[config.mk]
export PLATFORM = sky130hd
export DESIGN_NAME = regfile_wb_arbiter
export DESIGN_NICKNAME = d
export VERILOG_FILES = /design/src/rtl/regfile_wb_arbiter.sv
export SDC_FILE = /design/constraint.sdc
export NUM_CORES = 1
export LEC_CHECK = 0
export ABC_AREA = 1
export CAP_MARGIN = 25
export CORE_UTILIZATION = 41
export DETAILED_ROUTE_END_ITERATION = 6
export PLACE_DENSITY = 0.76
export SETUP_SLACK_MARGIN = 0.3
export SYNTH_ARGS = -nofsm -noshare
export SYNTH_HDL_FRONTEND = slang
export SYNTH_SLANG_ARGS = --single-unit
[constraint.sdc]
create_clock -name clk -period 2.6 [get_ports clk]
set_input_delay 0.52 -clock clk [delete_from_list [all_inputs] [get_ports clk]]
set_output_delay 0.52 -clock clk [all_outputs]
set_load 0.05 [all_outputs]
[src/rtl/regfile_wb_arbiter.sv]
// rtl/regfile_wb_arbiter.sv - two-source writeback arbiter for the register file write port
module regfile_wb_arbiter #(
  parameter int STARVE_LIMIT = 3,
  parameter int CNT_W        = 4
) (
  input  logic        clk,
  input  logic        rst,
  input  logic        wb0_valid,
  input  logic [4:0]  wb0_addr,
  input  logic [31:0] wb0_data,
  output logic        wb0_ready,
  input  logic        wb1_valid,
  input  logic [4:0]  wb1_addr,
  input  logic [31:0] wb1_data,
  output logic        wb1_ready,
  input  logic        set_en,
  input  logic [4:0]  set_addr,
  output logic        rf_we,
  output logic [4:0]  rf_waddr,
  output logic [31:0] rf_wdata,
  output logic [31:0] busy,
  output logic        set_err
);

  localparam logic [CNT_W-1:0] LIMIT = CNT_W'(STARVE_LIMIT);

  logic [CNT_W-1:0] scnt;
  logic             starved;
  logic             grant0;
  logic             grant1;
  logic             xfer;
  logic [4:0]       win_addr;
  logic [31:0]      win_data;
  logic [31:0]      set_mask;
  logic [31:0]      clr_mask;
  logic             set_hit_busy;

  // Grant selection: port 0 has priority unless port 1 has waited STARVE_LIMIT grants.
  // Both grants are forced low while reset is held so nothing is accepted then.
  always_comb begin
    starved      = (scnt >= LIMIT);
    grant1       = !rst && wb1_valid && (!wb0_valid || starved);
    grant0       = !rst && wb0_valid && !grant1;
    xfer         = grant0 || grant1;
    win_addr     = grant1 ? wb1_addr : wb0_addr;
    win_data     = grant1 ? wb1_data : wb0_data;
    set_mask     = (set_en && (set_addr != 5'd0)) ? (32'd1 << set_addr) : 32'd0;
    clr_mask     = grant1 ? (32'd1 << wb1_addr) : 32'd0;
    // A set on a bit that is busy and not simultaneously retiring is a double issue.
    set_hit_busy = |(set_mask & busy & ~clr_mask);
  end

  assign wb0_ready = grant0;
  assign wb1_ready = grant1;

  // Starvation counter: counts port-0 wins while port 1 is waiting, saturating at the limit.
  always_ff @(posedge clk or posedge rst) begin
    if (rst) begin
      scnt <= '0;
    end else if (!wb1_valid || grant1) begin
      scnt <= '0;
    end else if (grant0 && (scnt < LIMIT)) begin
      scnt <= scnt + CNT_W'(1);
    end
  end

  // Register-file write stage: one-cycle strobe per accepted nonzero-destination write.
  // Address/data hold their previous value when no write is issued.
  always_ff @(posedge clk or posedge rst) begin
    if (rst) begin
      rf_we    <= 1'b0;
      rf_waddr <= 5'd0;
      rf_wdata <= 32'd0;
    end else begin
      rf_we <= xfer && (win_addr != 5'd0);
      if (xfer && (win_addr != 5'd0)) begin
        rf_waddr <= win_addr;
        rf_wdata <= win_data;
      end
    end
  end

  // Busy scoreboard: port-1 retirement clears, issue sets, set wins on the same register.
  always_ff @(posedge clk or posedge rst) begin
    if (rst) begin
      busy    <= 32'd0;
      set_err <= 1'b0;
    end else begin
      busy <= (busy & ~clr_mask) | set_mask;
      if (set_hit_busy) begin
        set_err <= 1'b1;
      end
    end
  end

endmodule

==> tab_implementation.tex <==
% Auto-generated results table
\begin{tabular}{lr}
\hline
Metric & Value \\
\hline
\multicolumn{2}{l}{\textbf{Status}} \\
Run status & finished, final reports clean \\
\multicolumn{2}{l}{\textbf{Placement}} \\
Placed cells & 930 \\
Final estimated routing congestion in global placement & 0.908 \\
Worst setup slack after placement & 159 ps \\
Final HPWL from detailed placement & 9890 um \\
Total of buffers placed on input and output ports & 156 \\
Standard cell area after detailed placement & 6190 um2 \\
\multicolumn{2}{l}{\textbf{Clock tree}} \\
Number of setup buffers added after CTS & 0 \\
Clock slew at the register clock pins of the worst setup and hold paths & 90 ps \\
Clock tree root driver cell & sky130\_fd\_sc\_hd\_\_clkbuf\_8 \\
Longest Clk Path Bufs & 2 \\
Clock buffer count from CTS & 9 \\
CTS tree & built \\
Hold buffers post-CTS & 0 \\
\# H-tree levels & 3 \\
\# resized after CTS & 2 \\
Clock latency on the worst-skew pair & 350 ps \\
\multicolumn{2}{l}{\textbf{Synthesis}} \\
Synth unique cells & 28 \\
Area reported by Yosys stat & 4390 um2 \\
Most numerous cell types in the synthesized netlist & sky130\_fd\_sc\_hd\_\_nand2\_1 (268), sky130\_fd\_sc\_hd\_\_nand3\_1 (85), sky130\_fd\_sc\_hd\_\_nor2\_1 (78) \\
Post-synthesis average cell area & 6.77 um2 \\
Cell count after synthesis & 648 \\
Netlist Area Pre-Place & 4390 um2 \\
Async set-reset flop share out of synthesis & 100\% \\
Syn Nets & 733 \\
Prevailing post-synth register cell & sky130\_fd\_sc\_hd\_\_dfrtp\_1 \\
Top-count cell post-synth & sky130\_fd\_sc\_hd\_\_nand2\_1 \\
Top cells by area & sky130\_fd\_sc\_hd\_\_dfrtp\_1 (43\%), sky130\_fd\_sc\_hd\_\_nand2\_1 (23\%), sky130\_fd\_sc\_hd\_\_nand3\_1 (9.7\%) \\
Yosys stat cell total & 648 \\
Count of library flops with an enable pin & 0 \\
Fraction of post-synthesis cell area in the top cell type by area & 42.8\% \\
\multicolumn{2}{l}{\textbf{Worst setup path}} \\
Largest delay share family, worst path & buffers and inverters \\
RR Startpoint & scnt[0]\$\_DFFE\_PP0P\_ \\
Buffers and inverters on the worst path & 4 \\
Critical path origin & wb0\_valid \\
Number of cells on the worst reg-to-reg path & 13 \\
Required time of the worst setup path & 2080 ps \\
Arrival time worst endpoint & 1740 ps \\
Slowest library cell on the worst path & sky130\_fd\_sc\_hd\_\_clkdlybuf4s50\_1 \\
Worst-case register-to-register setup slack & 630 ps \\
Endpoint of the worst register-to-register path & rf\_wdata[24]\$\_DFFE\_PP0P\_ \\
Max stage delay on crit path & 480 ps \\
Crit end category & output port \\
Largest fanout of any net on the critical path & 3 \\
\multicolumn{2}{l}{\textbf{Drt}} \\
Post-route ant nets & 0 \\
Remaining DRCs & 0 \\
Starting DRT DRC Count & 305 \\
Met2 WL post-DR & 6460 um \\
Routed metal-1 wirelength & 5750 um \\
\multicolumn{2}{l}{\textbf{Cells and area}} \\
Non-filler instance count after layout & 947 \\
Most instantiated logic cell after routing & sky130\_fd\_sc\_hd\_\_nand2\_1 \\
Final Cell Area & 6440 um2 \\
Tally of filler cells in the layout & 925 \\
Ratio of cells with drive above 1 in the final layout & 9.62\% \\
Area growth syn-to-layout & 46.7\% \\
Most frequent cells in the layout & sky130\_fd\_sc\_hd\_\_nand2\_1 (268), sky130\_fd\_sc\_hd\_\_clkdlybuf4s50\_1 (153), sky130\_fd\_sc\_hd\_\_nand3\_1 (85) \\
Antenna cells & 0 \\
Layout net count & 892 \\
\multicolumn{2}{l}{\textbf{Power and ir drop}} \\
Clock network power & 0.939 mW \\
Leakage Power & 3.13 nW \\
Switching power & 1.78 mW \\
Power per cell area & 664 nW/um2 \\
Share of power burned in the clock network & 22.0\% \\
Worst-case vdd ir drop & 0.451 mV \\
Biggest consumer & combinational logic \\
Reg power frac & 36.0\% \\
Sequential power & 1.54 mW \\
Combinational power share & 42.0\% \\
Power attributed to combinational cells & 1.80 mW \\
\multicolumn{2}{l}{\textbf{Floorplanning}} \\
Horizontal die size & 105 um \\
I/O pins & 157 \\
Placeable Area & 10400 um2 \\
Core Rows & 37 \\
Overall die height & 105 um \\
\multicolumn{2}{l}{\textbf{Final timing}} \\
Minimum clock period after layout & 2260 ps \\
Total negative setup slack & 0 ps \\
Number of setup violations in the final report & 0 \\
Final worst-path setup slack & 341 ps \\
Final hold slack & 242 ps \\
Max Transition Viols Final & 0 \\
Portion of the clock cycle consumed by the worst path in the final layout & 86.9\% \\
RSZ-0062 raised after global routing & no \\
Slew at the pin closest to its max-slew limit & 549 ps \\
\multicolumn{2}{l}{\textbf{GRT}} \\
Number of global-route vias before repair & 4445 \\
Number of antenna violations at the first check in global routing & 0 \\
Remaining Overflow, GRT & 0 \\
Global-route wire length before repair & 21300 um \\
Largest net degree at the start of global routing & 76 \\
\hline
\end{tabular}
==> cell type report <==
| type | instances | area (um2) | area share (%) |
|---|---|---|---|
| multi-input combinational | 503 | 2210 | 34.3 |
| timing repair buffer | 184 | 1840 | 28.6 |
| clock inverter | 4 | 50.0 | 0.778 |
| clock buffer | 11 | 151 | 2.35 |
| sequential | 75 | 1880 | 29.2 |
| inverter | 34 | 135 | 2.10 |
| tap | 136 | 170 | 2.64 |
==> cells by family after synthesis <==
logic type      after synthesis  share of synthesized area (%)
flops                        75                           42.8
buf+inv                      70                           7.30
simple gates                469                           45.3
compound gates               33                           4.31
fa+ha+maj                     1                          0.285
==> sequential cells by signal (all words and copies together), names as in the netlist <==
signal,flops
busy,32
rf_wdata,32
rf_waddr,5
scnt,4
rf_we,1
set_err,1
### Metal 1

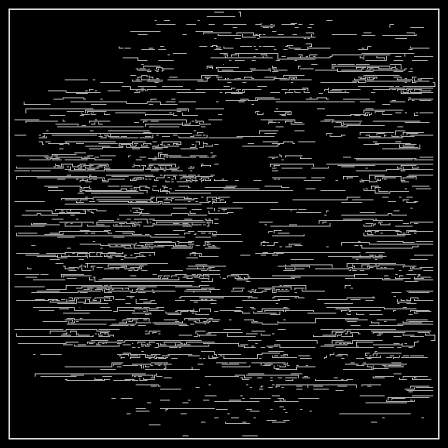
main direction	horizontal
longest straight run	33.1 um
wire length on this layer	5750 um
nets with wire on the layer	803

### Met2 routing

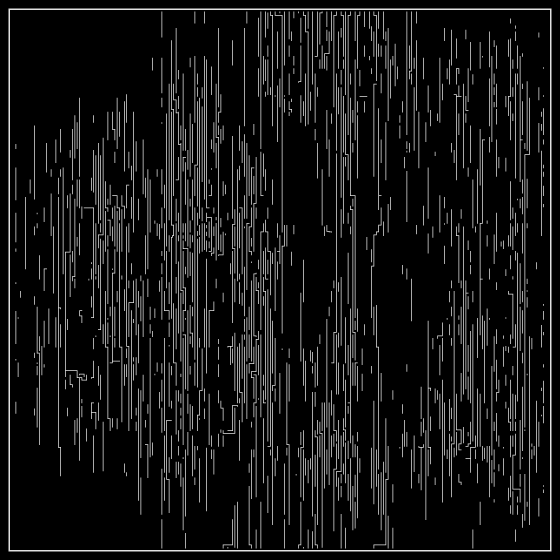
longest straight run	53.2 um
nets with wire on the layer	696
wire length on this layer	6460 um
met2 track demand over resource in global routing: 42.3%
final wirelength: 13400 um
via count: 4700

### Metal 3

Scale bar: 20 um.
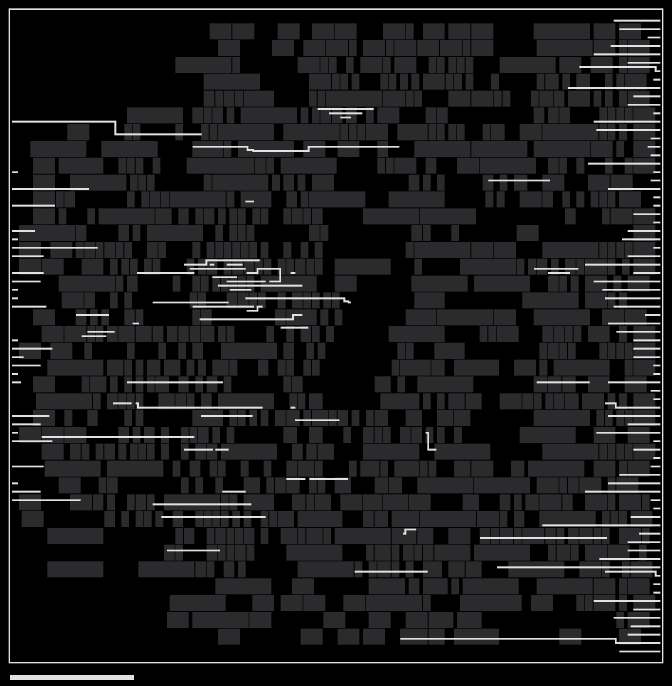
nets with wire on the layer	139
main direction	horizontal
longest straight run	34.7 um
wire length on this layer	1020 um
share of all routed wire	7.6%
met3 routing resource usage after global routing: 5.26%

### Congestion heat map

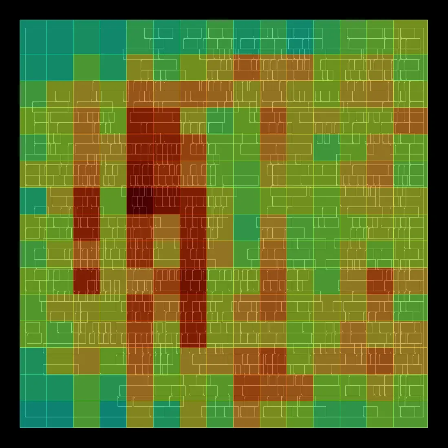
average detailed-routed wire length per instance: 14.1 um
GRT Resource Usage Total: 24.1%
busiest layer in global routing: met2
GRT met1 Usage: 29.9%
final core occ: 62.1%

Power is estimated from default activity; no workload was simulated.
